$ cat config.mk
export PLATFORM = sky130hd
export DESIGN_NAME = pipelined_adder
export DESIGN_NICKNAME = d
export VERILOG_FILES = /design/src/rtl/pipelined_adder.sv
export SDC_FILE = /design/constraint.sdc
export NUM_CORES = 1
export LEC_CHECK = 0
export CAP_MARGIN = 40
export CORE_MARGIN = 5
export CORE_UTILIZATION = 50
export DETAILED_ROUTE_END_ITERATION = 12
export PLACE_DENSITY = 0.78
export SLEW_MARGIN = 20
export SYNTH_ARGS = -nofsm -noshare
export SYNTH_HDL_FRONTEND = slang
export SYNTH_SLANG_ARGS = --single-unit
$ cat constraint.sdc
create_clock -name clk -period 4 [get_ports clk]
set_input_delay 0.8 -clock clk [delete_from_list [all_inputs] [get_ports clk]]
set_output_delay 0.8 -clock clk [all_outputs]
set_load 0.01 [all_outputs]
$ cat src/rtl/pipelined_adder.sv
// pipelined_adder: WIDTH-bit adder split into CHUNK-bit slices, one slice per
// pipeline stage, with the inter-slice carry registered between stages.
// A valid/ready handshake with a global stall gives backpressure support.
// Throughput is one operation per cycle and latency is STAGES cycles.
// Optional feature macro: PIPELINED_ADDER_SUB_EN adds a 'sub' input that
// turns the operation into A-B (B inverted, carry-in forced to 1).
module pipelined_adder #(
  parameter int WIDTH = 32,
  parameter int CHUNK = 8
) (
  input  logic             clk,
  input  logic             rst,
  input  logic             in_valid,
  output logic             in_ready,
  input  logic [WIDTH-1:0] a,
  input  logic [WIDTH-1:0] b,
  input  logic             cin,
`ifdef PIPELINED_ADDER_SUB_EN
  input  logic             sub,
`endif
  output logic             out_valid,
  input  logic             out_ready,
  output logic [WIDTH-1:0] sum,
  output logic             cout,
  output logic             overflow
);

  localparam int STAGES = WIDTH / CHUNK;
  localparam int LAST   = STAGES - 1;

  if (CHUNK < 1 || WIDTH < CHUNK || (WIDTH % CHUNK) != 0) begin : g_bad_params
    $error("pipelined_adder: WIDTH must be a positive multiple of CHUNK");
  end

  // The whole pipeline moves together; a result held at the output freezes it.
  logic advance;
  assign advance  = !out_valid || out_ready;
  assign in_ready = advance;

  // Effective B operand and carry into bit 0.
  logic [WIDTH-1:0] b_eff;
  logic             carry0;
`ifdef PIPELINED_ADDER_SUB_EN
  assign b_eff  = sub ? ~b : b;
  assign carry0 = sub ? 1'b1 : cin;
`else
  assign b_eff  = b;
  assign carry0 = cin;
`endif

  for (genvar k = 0; k < STAGES; k++) begin : g_stage
    // Bits of the operands still to be added after this stage.
    localparam int REST_W = WIDTH - (k + 1) * CHUNK;

    logic [CHUNK-1:0]         a_slice;
    logic [CHUNK-1:0]         b_slice;
    logic                     c_in;
    logic                     v_in;
    logic                     a_msb_in;
    logic                     b_msb_in;
    logic [CHUNK:0]           part;
    logic [(k+1)*CHUNK-1:0]   s_next;

    logic                     v_q;
    logic                     c_q;
    logic                     a_msb_q;
    logic                     b_msb_q;
    logic [(k+1)*CHUNK-1:0]   s_q;

    if (k == 0) begin : g_first
      assign a_slice  = a[CHUNK-1:0];
      assign b_slice  = b_eff[CHUNK-1:0];
      assign c_in     = carry0;
      assign v_in     = in_valid && in_ready;
      assign a_msb_in = a[WIDTH-1];
      assign b_msb_in = b_eff[WIDTH-1];
      assign s_next   = part[CHUNK-1:0];
    end else begin : g_next
      assign a_slice  = g_stage[k-1].g_rest.a_rest[CHUNK-1:0];
      assign b_slice  = g_stage[k-1].g_rest.b_rest[CHUNK-1:0];
      assign c_in     = g_stage[k-1].c_q;
      assign v_in     = g_stage[k-1].v_q;
      assign a_msb_in = g_stage[k-1].a_msb_q;
      assign b_msb_in = g_stage[k-1].b_msb_q;
      assign s_next   = {part[CHUNK-1:0], g_stage[k-1].s_q};
    end

    assign part = {1'b0, a_slice} + {1'b0, b_slice} + {{CHUNK{1'b0}}, c_in};

    // Stage register: valid bit, carry, aligned sum slices and sign bits.
    always_ff @(posedge clk) begin
      // NOTE: non-blocking (<=) so each stage samples its neighbour's pre-edge value.
      if (rst) begin
        v_q     <= 1'b0;
        c_q     <= 1'b0;
        a_msb_q <= 1'b0;
        b_msb_q <= 1'b0;
        s_q     <= '0;
      end else if (advance) begin
        v_q     <= v_in;
        c_q     <= part[CHUNK];
        a_msb_q <= a_msb_in;
        b_msb_q <= b_msb_in;
        s_q     <= s_next;
      end
    end

    if (REST_W > 0) begin : g_rest
      logic [REST_W-1:0] a_rest;
      logic [REST_W-1:0] b_rest;
      logic [REST_W-1:0] a_rest_in;
      logic [REST_W-1:0] b_rest_in;

      if (k == 0) begin : g_src_in
        assign a_rest_in = a[WIDTH-1:CHUNK];
        assign b_rest_in = b_eff[WIDTH-1:CHUNK];
      end else begin : g_src_prev
        assign a_rest_in = g_stage[k-1].g_rest.a_rest[REST_W+CHUNK-1:CHUNK];
        assign b_rest_in = g_stage[k-1].g_rest.b_rest[REST_W+CHUNK-1:CHUNK];
      end

      // Delay line for the operand slices not yet consumed.
      always_ff @(posedge clk) begin
        // NOTE: operand delay lines carry no reset; their contents are ignored while the matching valid bit is low.
        if (advance) begin
          a_rest <= a_rest_in;
          b_rest <= b_rest_in;
        end
      end
    end
  end

  assign out_valid = g_stage[LAST].v_q;
  assign sum       = g_stage[LAST].s_q;
  assign cout      = g_stage[LAST].c_q;
  assign overflow  = (g_stage[LAST].a_msb_q == g_stage[LAST].b_msb_q) &&
                     (g_stage[LAST].s_q[WIDTH-1] != g_stage[LAST].a_msb_q);

endmodule

Run 1, signal wires on met1:
Supply wires on this layer in gray.
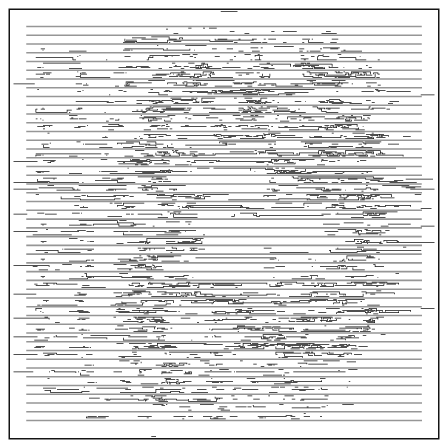
nets with wire on the layer: 785
main direction: horizontal
share of all routed wire: 42%
longest straight run: 31.3 um
wire length on this layer: 5740 um
routed wire length: 13800 um
Via Count: 4896
met1 GRT Util: 19.7%

Run 1, met2 routing:
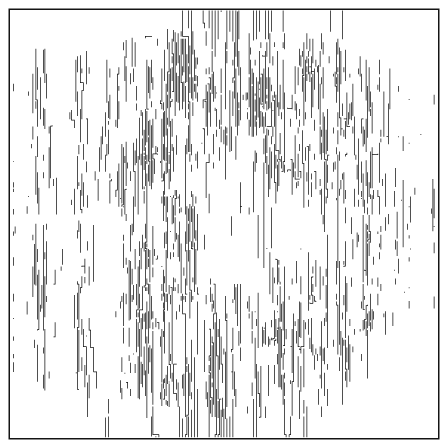
share of all routed wire: 50%
nets with wire on the layer: 702
wire length on this layer: 6970 um
longest straight run: 35.0 um
GR met2 Demand/Resource: 27.1%

Run 1, metal 3:
Bar = 50 um. Cells faint in the background.
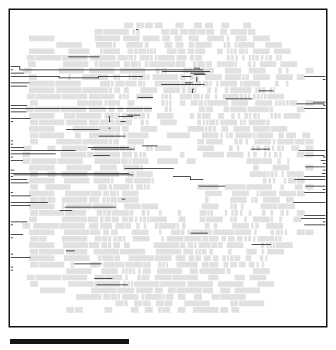
longest straight run: 77.1 um
share of all routed wire: 6.7%
main direction: horizontal
wire length on this layer: 931 um
nets with wire on the layer: 78
M3 GR Usage: 5.74%

Run 1, met4 routing:
Supply wires on this layer in gray. Cells faint in the background.
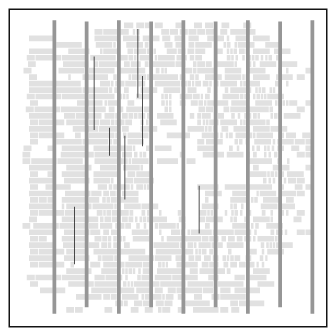
nets with wire on the layer: 4
main direction: vertical
longest straight run: 30.6 um

==> results.tsv, run 1 <==
metric	value	unit
arrival time worst endpoint	2.04	ns
min Tclk post-route	2.84	ns
H-tree depth	4	
clock sink total	192	
top cells by count	nand2_1 (150), dfxtp_1 (96), edfxtp_1 (96)	
CP max FO	3	
Yosys top cell by area	edfxtp_1	
drt drc	0	
Setup crit start kind	input port	
flop2flop setup slack	1.79	ns
count of library flops with an enable pin	96	
WHS Path Cells	0	
mux frac, synth	1.19	%
R2R Path End	sum[28]	
Hold EP	g_stage[1].g_rest.b_rest[1]	
critical path class	in -> out	
DRT Pass-1 Iters	4	
YS warnings	0	
xor/xnor share of the synthesized area	1.85	%
Synth Flop Type	edfxtp_1	
P&R area growth vs syn	23.5	%
GRT Resource Usage Total	16.3	%
clock skew	0.00722	ns
P_leak	3.55	nW
overall power	4.45	mW
VDD IR max	0.000283	V
crit-path max cell delay	0.61	ns
syn_area_per_cell	11.8	sq um
CTS buffer count	17	
WP buf/inv	3	
std cell rows	45	
Slew HR	55.0	%
post-layout util	62.1	%
register area	4800	sq um
final setup margin	1.16	ns
worst hold slack	0.414	ns
Unique cell types	37	
logic area	2530	sq um
worst slew pin tran	0.675	ns
Top Ports	105	
register share after synthesis	63.6	%
CP Data Required Time	3.20	ns
Pwr Density	477	nW/um^2
slowest stage cell, crit path	clkdlybuf4s50_1	
port bufs	104	
endpoints failing setup	0	
# fillers	1185	
CTS hold repair buffers	0	
number of global-route vias before repair	5049	
setup tns final	0	ns
Top delay family on crit path	buffers and inverters	
Simple-Gate Fraction of Synth Area	11.6	%
Die Size	17700	sq um
postcts setup bufs	0	
FP Core Util	50.3	%
cells after synthesis	641	
syn_nets	746	
first-pass GRT wire length	23500	um
clock slew at reported path FFs	0.06	ns
Worst Reg-to-Reg Cells	6	
ys cells	641	
initial antenna violation count	0	
crit-path cells	clkdlybuf4s50_1, nor2b_4, inv_6, clkdlybuf4s50_1	
Synth logic family	AND-OR/OR-AND gates	
pre-CTS WS	0.857	ns
Final Hold Fails	0	
count leader, synth	nand2_1	
Post-Syn Area	7560	sq um
Slew Limit Fails	0	
RSZ-0062 raised after global routing	no	
DIE HEIGHT	133	um
outcome	completed	
HP Start	g_stage[0].g_rest.b_rest[9]	
CTS Buffer Depth	2	
initial DRC count	365	
Hold Crit Class	reg -> reg	
root buf cell	clkbuf_16	
Routed WL per cell	14.7	um
max cap viols	0	
yosys aoi share	12.1	%
fmax	352	MHz
post-placement cell count	905	
DIE WIDTH	133	um
Flops after synth	192	
RD Place Congestion	0.783	
==> run 1: routing by layer <==
| metal | vias up | part of all wire [%] | wire length [um] | track usage, % |
|---|---|---|---|---|
| li1 | 2459 | - | - | - |
| met1 | 2295 | 42 | 5740 | 19.7 |
| met2 | 126 | 50 | 6970 | 27.1 |
| met3 | 16 | 6.7 | 930 | 5.74 |
| met4 | 0 | 1.2 | 170 | 5.60 |
| met5 | - | 0 | 0 | 0 |
==> run 1: power by group <==
part | switching [mW] | internal, mW | leakage, nW
logic | 0.238 | 0.275 | 1.46
registers | 0.0704 | 2.22 | 1.80
clock network | 0.690 | 0.961 | 0.293
total | 0.999 | 3.45 | 3.55
==> run 1: layout make-up <==
class | instances | area share, %
Clock inverter | 6 | 0.442
Timing Repair Buffer | 110 | 12.1
Clock buffer | 26 | 5.92
Inverter | 9 | 0.415
Sequential cell | 192 | 51.5
Tap cell | 188 | 2.52
Multi-Input combinational cell | 408 | 27.2
==> run 1: flip-flops by register name (all words and copies together) (netlist names) <==
name and flops:
g_stage.c_q 3, g_stage.g_rest.a_rest 48, g_stage.a_msb_q 4, g_stage.s_q 48
g_stage.g_rest.b_rest 48, sum 32, cout 1, g_stage.b_msb_q 4
g_stage.v_q 3, out_valid 1
==> run 1: cell families (layout without fill, tap and decap cells) <==
| logic type | after synthesis | in the layout |
|---|---|---|
| AND-OR/OR-AND | 151 | 151 |
| XOR/XNOR | 16 | 16 |
| flip-flops | 192 | 192 |
| buffers and inverters | 41 | 151 |
| adder cells (fa/ha/maj) | 36 | 36 |
| multiplexers | 8 | 8 |
| AND/OR/NAND/NOR | 197 | 197 |
==> run 1: layout by cell type (no fill, tap or decap), types with 5 or more instances in the layout <==
master,instances
nor2_1,11
nor3b_1,8
mux2_2,8
xnor2_1,11
xor2_1,5
a21o_1,12
dfxtp_1,96
a211oi_1,12
nand2_1,150
ha_1,28
clkdlybuf4s50_1,103
inv_1,8
edfxtp_1,96
o22ai_1,8
clkbuf_16,20
fa_1,8
a21oi_1,95
==> run 1: worst max path at each step <==
stage                               to       from  slack [ns]  cells after the start
floorplan                     in_ready  out_ready        1.29                      5
global placement    g_stage[1].s_q[11]  out_ready        0.99                      6
detailed placement   g_stage[0].s_q[3]  out_ready        0.86                      6
CTS                           in_ready  out_ready        1.14                      4
global route                  in_ready  out_ready        1.10                      4
finish                        in_ready  out_ready        1.16                      4
Run 1, the clock network:
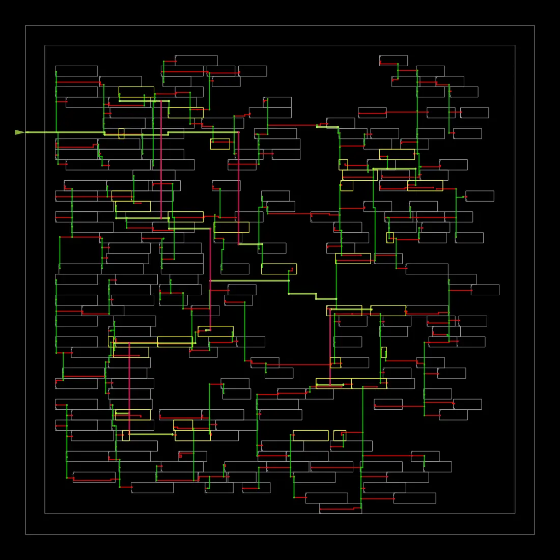

--- run 2 (diff from run 1) ---
CORE_UTILIZATION = 49   (was 50)
PLACE_DENSITY = 0.8   (was 0.78)
clock period = 2.5 ns   (was 4 ns; I/O delays follow)
Run 2, the clock network:
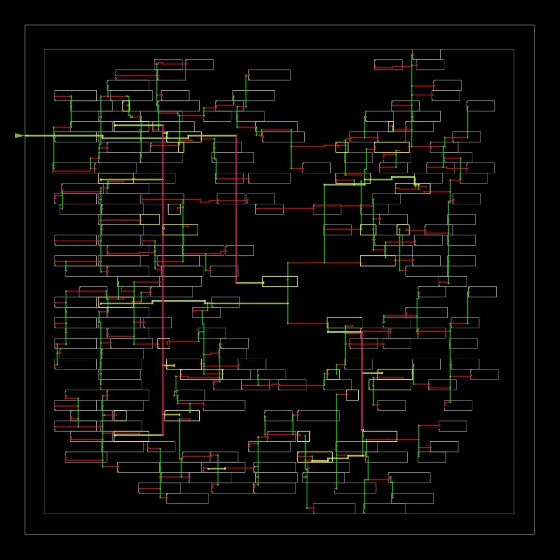
clock sink total: 192
clock skew: 0.00812 ns
P_clk: 2.70 mW
CTS buffer count: 17
Worst-Skew Late Latency: 0.43 ns

Run 2, signal wires on met1:
Supply wires on this layer in gray.
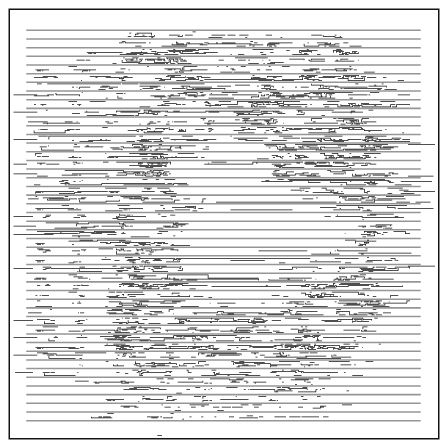
nets with wire on the layer: 789
main direction: horizontal
routed wire length: 14700 um
Via Count: 5063
met1 GRT Util: 20.7%

Run 2, met2 routing:
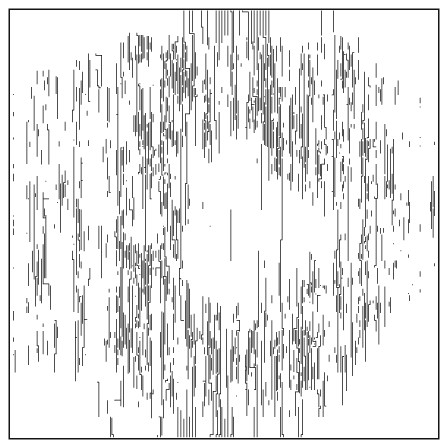
share of all routed wire: 51%
nets with wire on the layer: 729
longest straight run: 43.7 um
main direction: vertical
GR met2 Demand/Resource: 28.0%

==> run 2 against run 1 <==
Net effect: total power increased by 62%; critical path type is now in -> reg; global-route usage grew 0.56 points; via count rose by 3.4%; area after synthesis unchanged; utilization down 0.12 points; first-iteration DRC count up 1.1%; largest cell class unchanged; sequential cell count stayed put; largest power group unchanged; count of clock-buffer cells in the layout is 8 lower; clock power up 64%.
==> results.tsv, run 2 <==
metric	value	unit	change
launch point of the worst path	a[0]		
fin cells	947		
CP max FO	2		-1
P_leak	3.58	nW	+0.90%
dominant logic cell types in the final layout	nand2_1 (150), clkdlybuf4s50_1 (103), dfxtp_1 (96), edfxtp_1 (96), a21oi_1 (95)		
Synth Flop Type	edfxtp_1		
H-tree depth	4		unchanged
CTS tree	built		
HPWL Detailed	9800	um	
flop2flop setup slack	0.34	ns	-1.45 ns
post-placement cell count	915		+1.1%
VDD IR max	0.000513	V	+81%
DIE HEIGHT	134	um	+0.94%
CP Data Required Time	2.83	ns	-0.37 ns
initial antenna violation count	0		unchanged
largest net degree at the start of global routing	90		
period utilization	90.8	%	
Routed WL per cell	15.5	um	+5.2%
max cap viols	0		unchanged
cells after synthesis	641		unchanged
post-route cell area	9390	sq um	
YS warnings	0		unchanged
Top Ports	105		unchanged
outcome	completed		
Flops after synth	192		unchanged
ys async rst share	0	%	
worst hold slack	0.416	ns	+0.00258 ns
Final Hold Fails	0		unchanged
Resized cells post-CTS	0		
biggest regs	g_stage.g_rest.a_rest x48, g_stage.g_rest.b_rest x48, g_stage.s_q x48		
overall power	7.20	mW	+62%
count leader, synth	nand2_1		
GRT Resource Usage Total	16.8	%	+0.56 points
nets	851		
min Tclk post-route	2.27	ns	
port bufs	104		unchanged
register share after synthesis	63.6	%	unchanged
Worst R2R Start	g_stage[2].g_rest.a_rest[0]		
Hold Crit Class	reg -> reg		
Pwr Density	767	nW/um^2	+61%
Die Size	18000	sq um	+1.9%
critical path class	in -> reg		
yosys stat area	7560	sq um	
ys cells	641		unchanged
std cell rows	45		unchanged
Worst setup EP type	flip-flop		
CTS hold repair buffers	0		unchanged
Top area cell types	edfxtp_1 (38%), dfxtp_1 (25%), nand2_1 (7.4%)		
Vias/cell	5.35		
Slew HR	58.4	%	+3.4 points
Unique cell types	37		unchanged
post-route ant nets	0		
clock slew at reported path FFs	0.07	ns	about the same
placed cell area	8790	sq um	
syn_area_per_cell	11.8	sq um	unchanged
postcts setup bufs	0		unchanged
Slew Limit Fails	0		unchanged
worst slew pin tran	0.623	ns	-0.0514 ns
RSZ-0062 raised after global routing	no		
FP Core Util	49.9	%	-0.37 points
Log Warnings	26		
R2R Path End	cout		
CP Capture Point	g_stage[0].s_q[6]		
CTS Buffer Depth	2		unchanged
area share, top type	38.1	%	
syn_nets	746		unchanged
P&R area growth vs syn	24.2	%	
DIE WIDTH	134	um	+0.94%
root buf cell	clkbuf_16		
core area	15100	sq um	
number of global-route vias before repair	5082		+0.65%
first-pass GRT wire length	24300	um	+3.6%
top cells by count	nand2_1 (150), dfxtp_1 (96), edfxtp_1 (96)		
most frequent logic cell in the layout	nand2_1		
Post-Syn Area	7560	sq um	unchanged
initial DRC count	369		+1.1%
count of library flops with an enable pin	96		unchanged
n_diodes	0		
Yosys top cell by area	edfxtp_1		
proportion of layout cells with a drive suffix above 1	8.96	%	
arrival time worst endpoint	2.59	ns	+0.55 ns
RD Place Congestion	0.768		-1.8%
endpoints failing setup	0		unchanged
Worst Reg-to-Reg Cells	6		unchanged
drt drc	0		unchanged
DRT Pass-1 Iters	5		+1
Setup crit start kind	input port		
GR Overflow Total	0		
setup tns final	0	ns	unchanged
fmax	441	MHz	
[run 2: cell counts after synthesis]
Identical to the previous run, type by type.
[run 2: critical path: stages]
cell	delay [ns]
clkdlybuf4s50_1	0.43
fa_1	0.47
fa_1	0.41
a21o_1	0.22
a221oi_2	0.31
xnor2_1	0.18
o21ai_2	0.07
[run 2: cell families after synthesis]
family	after synthesis	synth area share, %
AND-OR/OR-AND	151	12.1
multiplexers	8	1.19
adder cells (fa/ha/maj)	36	6.75
flip-flops	192	63.6
buffers and inverters	41	2.91
XOR/XNOR	16	1.85
AND/OR/NAND/NOR	197	11.6
[run 2: area by class of cell]
class / count / area [sq um]
fillers: 1141 / 5760
repair buffers: 118 / 1180
inverters: 9 / 38.8
clock buffers: 18 / 439
multi-input cells: 408 / 2530
clock inverters: 14 / 154
flip-flops and latches: 192 / 4800
well taps: 188 / 235
[run 2: power breakdown]
part	internal [mW]	switching [mW]
logic	0.447	0.390
clock network	1.52	1.18
registers	3.55	0.117
total	5.51	1.69
[run 2: routing by layer]
metal / track usage (%) / routed length [um]
met5: 0 / 0
met4: 6.73 / 318
met3: 4.73 / 731
met2: 28.0 / 7420
met1: 20.7 / 6180
[run 2: through the flow]
stage / setup slack, ns / util [%]
CTS: 0.245 / 62.0
global placement: -0.156 / 58.1
detailed placement: -0.182 / 58.1
finish: 0.231 / 62.0
global route: 0.143 / 62.0
floorplan: 0.358 / -
[run 2: worst min-delay path by stage]
stage | from | endpoint | cells past startpoint
6_report | g_stage[0].g_rest.a_rest[9] | g_stage[1].g_rest.a_rest[1] | 0
5_1_grt | g_stage[0].g_rest.a_rest[9] | g_stage[1].g_rest.a_rest[1] | 0
2_1_floorplan | g_stage[0].g_rest.a_rest[8] | g_stage[1].g_rest.a_rest[0] | 0
3_5_place_dp | g_stage[0].g_rest.a_rest[9] | g_stage[1].g_rest.a_rest[1] | 0
3_3_place_gp | g_stage[0].g_rest.b_rest[19] | g_stage[1].g_rest.b_rest[11] | 0
4_1_cts | g_stage[0].g_rest.a_rest[9] | g_stage[1].g_rest.a_rest[1] | 0
Run 2, metal 3:
Bar = 50 um. Cells faint in the background.
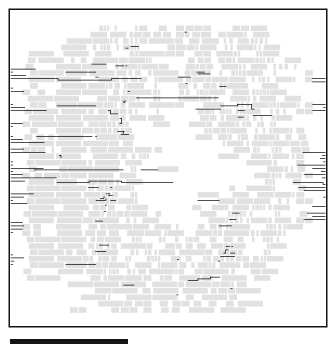

--- run 3 (diff from run 2) ---
CORE_UTILIZATION = 50   (was 49)
PLACE_DENSITY = 0.78   (was 0.8)
clock period = 2.2 ns   (was 2.5 ns; I/O delays follow)
Run 3, metal 3:
Bar = 50 um. Cells faint in the background.
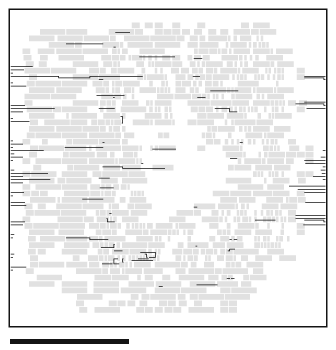
wire length on this layer: 650 um
main direction: horizontal
share of all routed wire: 4.7%
longest straight run: 22.1 um
routed wire length: 13900 um
Via Count: 4988
M3 GR Usage: 4.22%

Run 3, met4 routing:
Supply wires on this layer in gray. Cells faint in the background.
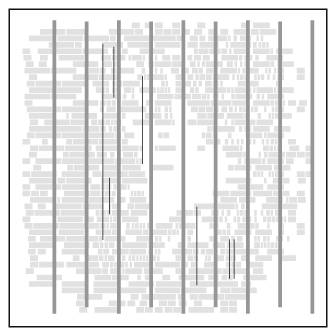

Run 3, signal wires on met1:
Supply wires on this layer in gray.
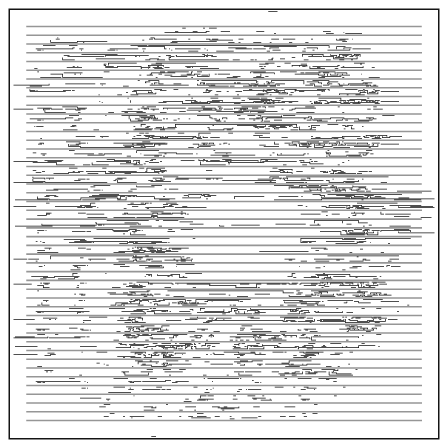
met1 GRT Util: 20.2%

==> run 3 against run 2 <==
Net effect: register-to-register slack worse by 0.24 ns; utilization increased by 0.36 points; die area is 1.9% lower; critical path type is now in -> out; critical path depth shrank 3; combinational power is 13% higher; non-clock buffer count is 1 higher; cell count rose by 0.11%; via count is 1.5% lower; hold slack is essentially flat; largest cell class unchanged; wire length fell by 5.2%; count of clock-buffer cells in the layout rose by 1; global-route usage fell by 0.59 points.
==> results.tsv, run 3 <==
metric	value	unit	change
outcome	completed		
CP Data Required Time	1.76	ns	-1.07 ns
syn_area_per_cell	11.8	sq um	unchanged
overall power	7.92	mW	+10%
Int Pwr	6.10	mW	+11%
critical path class	in -> out		
max cap viols	0		unchanged
Clock power frac	35.5	%	-2.0 points
launch point of the worst path	out_ready		
initial antenna violation count	0		unchanged
Worst R2R Start	g_stage[1].g_rest.a_rest[0]		
sequential power share	52.5	%	+1.6 points
Top Ports	105		unchanged
Synth Flop Type	edfxtp_1		
Sw Share	23.1	%	-0.38 points
first-pass GRT wire length	23100	um	-5.0%
Die Size	17700	sq um	-1.9%
Simple-Gate Fraction of Synth Area	11.6	%	unchanged
DIE WIDTH	133	um	-0.93%
Adders+Majority by Area	6.75	%	unchanged
YS warnings	0		unchanged
RD Place Congestion	0.783		+1.9%
worst slew pin tran	0.501	ns	-0.122 ns
Unique cell types	37		unchanged
initial DRC count	388		+5.1%
clock slew at reported path FFs	0.06	ns	about the same
min Tclk post-route	2.12	ns	
nets	852		+0.12%
core area	15000	sq um	-0.74%
root buf cell	clkbuf_16		
largest net degree at the start of global routing	90		unchanged
most frequent logic cell in the layout	nand2_1		
fmax	471	MHz	
endpoints failing setup	0		unchanged
Vias/cell	5.26		-1.6%
Comb power frac	12.0	%	+0.4 points
count leader, synth	nand2_1		
number of global-route vias before repair	4958		-2.4%
GR Overflow Total	0		unchanged
# fillers	1132		-0.79%
HP Start	g_stage[0].g_rest.a_rest[9]		
dominant logic cell types in the final layout	nand2_1 (150), clkdlybuf4s50_1 (103), dfxtp_1 (96), edfxtp_1 (96), a21oi_1 (95)		
clock sink total	192		unchanged
GR met2 Demand/Resource	27.0	%	-1.0 points
yosys aoi share	12.1	%	unchanged
CTS hold repair buffers	0		unchanged
Routed WL per cell	14.7	um	-5.3%
Worst setup EP type	primary output		
drt drc	0		unchanged
ys cells	641		unchanged
top cells by count	nand2_1 (150), dfxtp_1 (96), edfxtp_1 (96)		
Synth logic family	AND-OR/OR-AND gates		
H-tree depth	4		unchanged
Yosys top cell by area	edfxtp_1		
Pwr Density	846	nW/um^2	+10%
Slew Limit Fails	0		unchanged
Hold Crit Class	reg -> reg		
busiest grt layer	met2		
port bufs	104		unchanged
Worst-Skew Late Latency	0.42	ns	about the same
Log Warnings	26		unchanged
mux frac, synth	1.19	%	unchanged
CTS buffer count	17		unchanged
GRT Resource Usage Total	16.2	%	-0.59 points
clock skew	0.00991	ns	+0.00179 ns
ys async rst share	0	%	unchanged
period utilization	96.4	%	
Post-Syn Area	7560	sq um	unchanged
-- run 3: cell counts after synthesis --
No cell type changed its count.
-- run 3: critical path, cell delays in order --
cell             delay (ns)
clkdlybuf4s50_1        0.44
nor2b_4                0.25
inv_6                  0.05
clkdlybuf4s50_1        0.49
-- run 3: kinds of logic after synthesis --
family | Yosys count
AND/OR/NAND/NOR | 197
flip-flops | 192
AND-OR/OR-AND | 151
buffers and inverters | 41
adder cells (fa/ha/maj) | 36
XOR/XNOR | 16
multiplexers | 8
-- run 3: through the flow --
step | instances | hold slack, ns | utilization [%] | TNS [ns] | area [sq um]
3_5_place_dp | 916 | 0.405 | 58.6 | -1.28 | 8800
5_1_grt | 948 | 0.424 | 62.3 | 0 | 9370
6_report | 948 | 0.416 | 62.3 | 0 | 9370
4_1_cts | 948 | 0.418 | 62.2 | 0 | 9350
3_3_place_gp | 916 | 0.400 | 58.6 | -1.26 | 8800
2_1_floorplan | 641 | 0.400 | - | 0 | 7560
-- run 3: routing by layer --
layer | part of all wire (%) | wire (um)
met3 | 4.7 | 649
met1 | 43 | 5970
met2 | 51 | 7060
met4 | 1.6 | 220
met5 | 0 | 0
-- run 3: final cells by class --
type | count | area, sq um | area share [%]
clock inverters | 13 | 114 | 1.21
flip-flops and latches | 192 | 4800 | 51.3
inverters | 9 | 38.8 | 0.414
well taps | 188 | 235 | 2.51
clock buffers | 19 | 433 | 4.62
repair buffers | 119 | 1190 | 12.7
multi-input cells | 408 | 2560 | 27.3
-- run 3: power by group through the flow --
| stage | registers [mW] | logic (mW) | clock network, mW |
|---|---|---|---|
| finish | 4.16 | 0.949 | 2.82 |
| floorplan | 4.22 | 0.550 | 0 |
| detailed placement | 4.24 | 0.934 | 0 |
| global placement | 4.23 | 0.896 | 0 |
| global route | 4.19 | 1.05 | 3.05 |
| CTS | 4.16 | 0.947 | 2.89 |
-- run 3: worst paths after layout --
check | endpoint | cells past startpoint | slack (ns)
setup / recovery | in_ready | 4 | 0.08
hold / removal | g_stage[1].g_rest.a_rest[1] | 0 | 0.42
setup reg to reg | g_stage[2].c_q | 6 | 0.10
hold reg to reg | g_stage[1].g_rest.a_rest[1] | 0 | 0.42
-- run 3: what timing repair did --
action                                  CTS  global route
endpoints found under the setup margin    1             8
pin swaps                                 1             3
cloned                                    0             0
gates resized                             1             5
Power figures rest on the tool's default switching activity, not on a simulated workload.
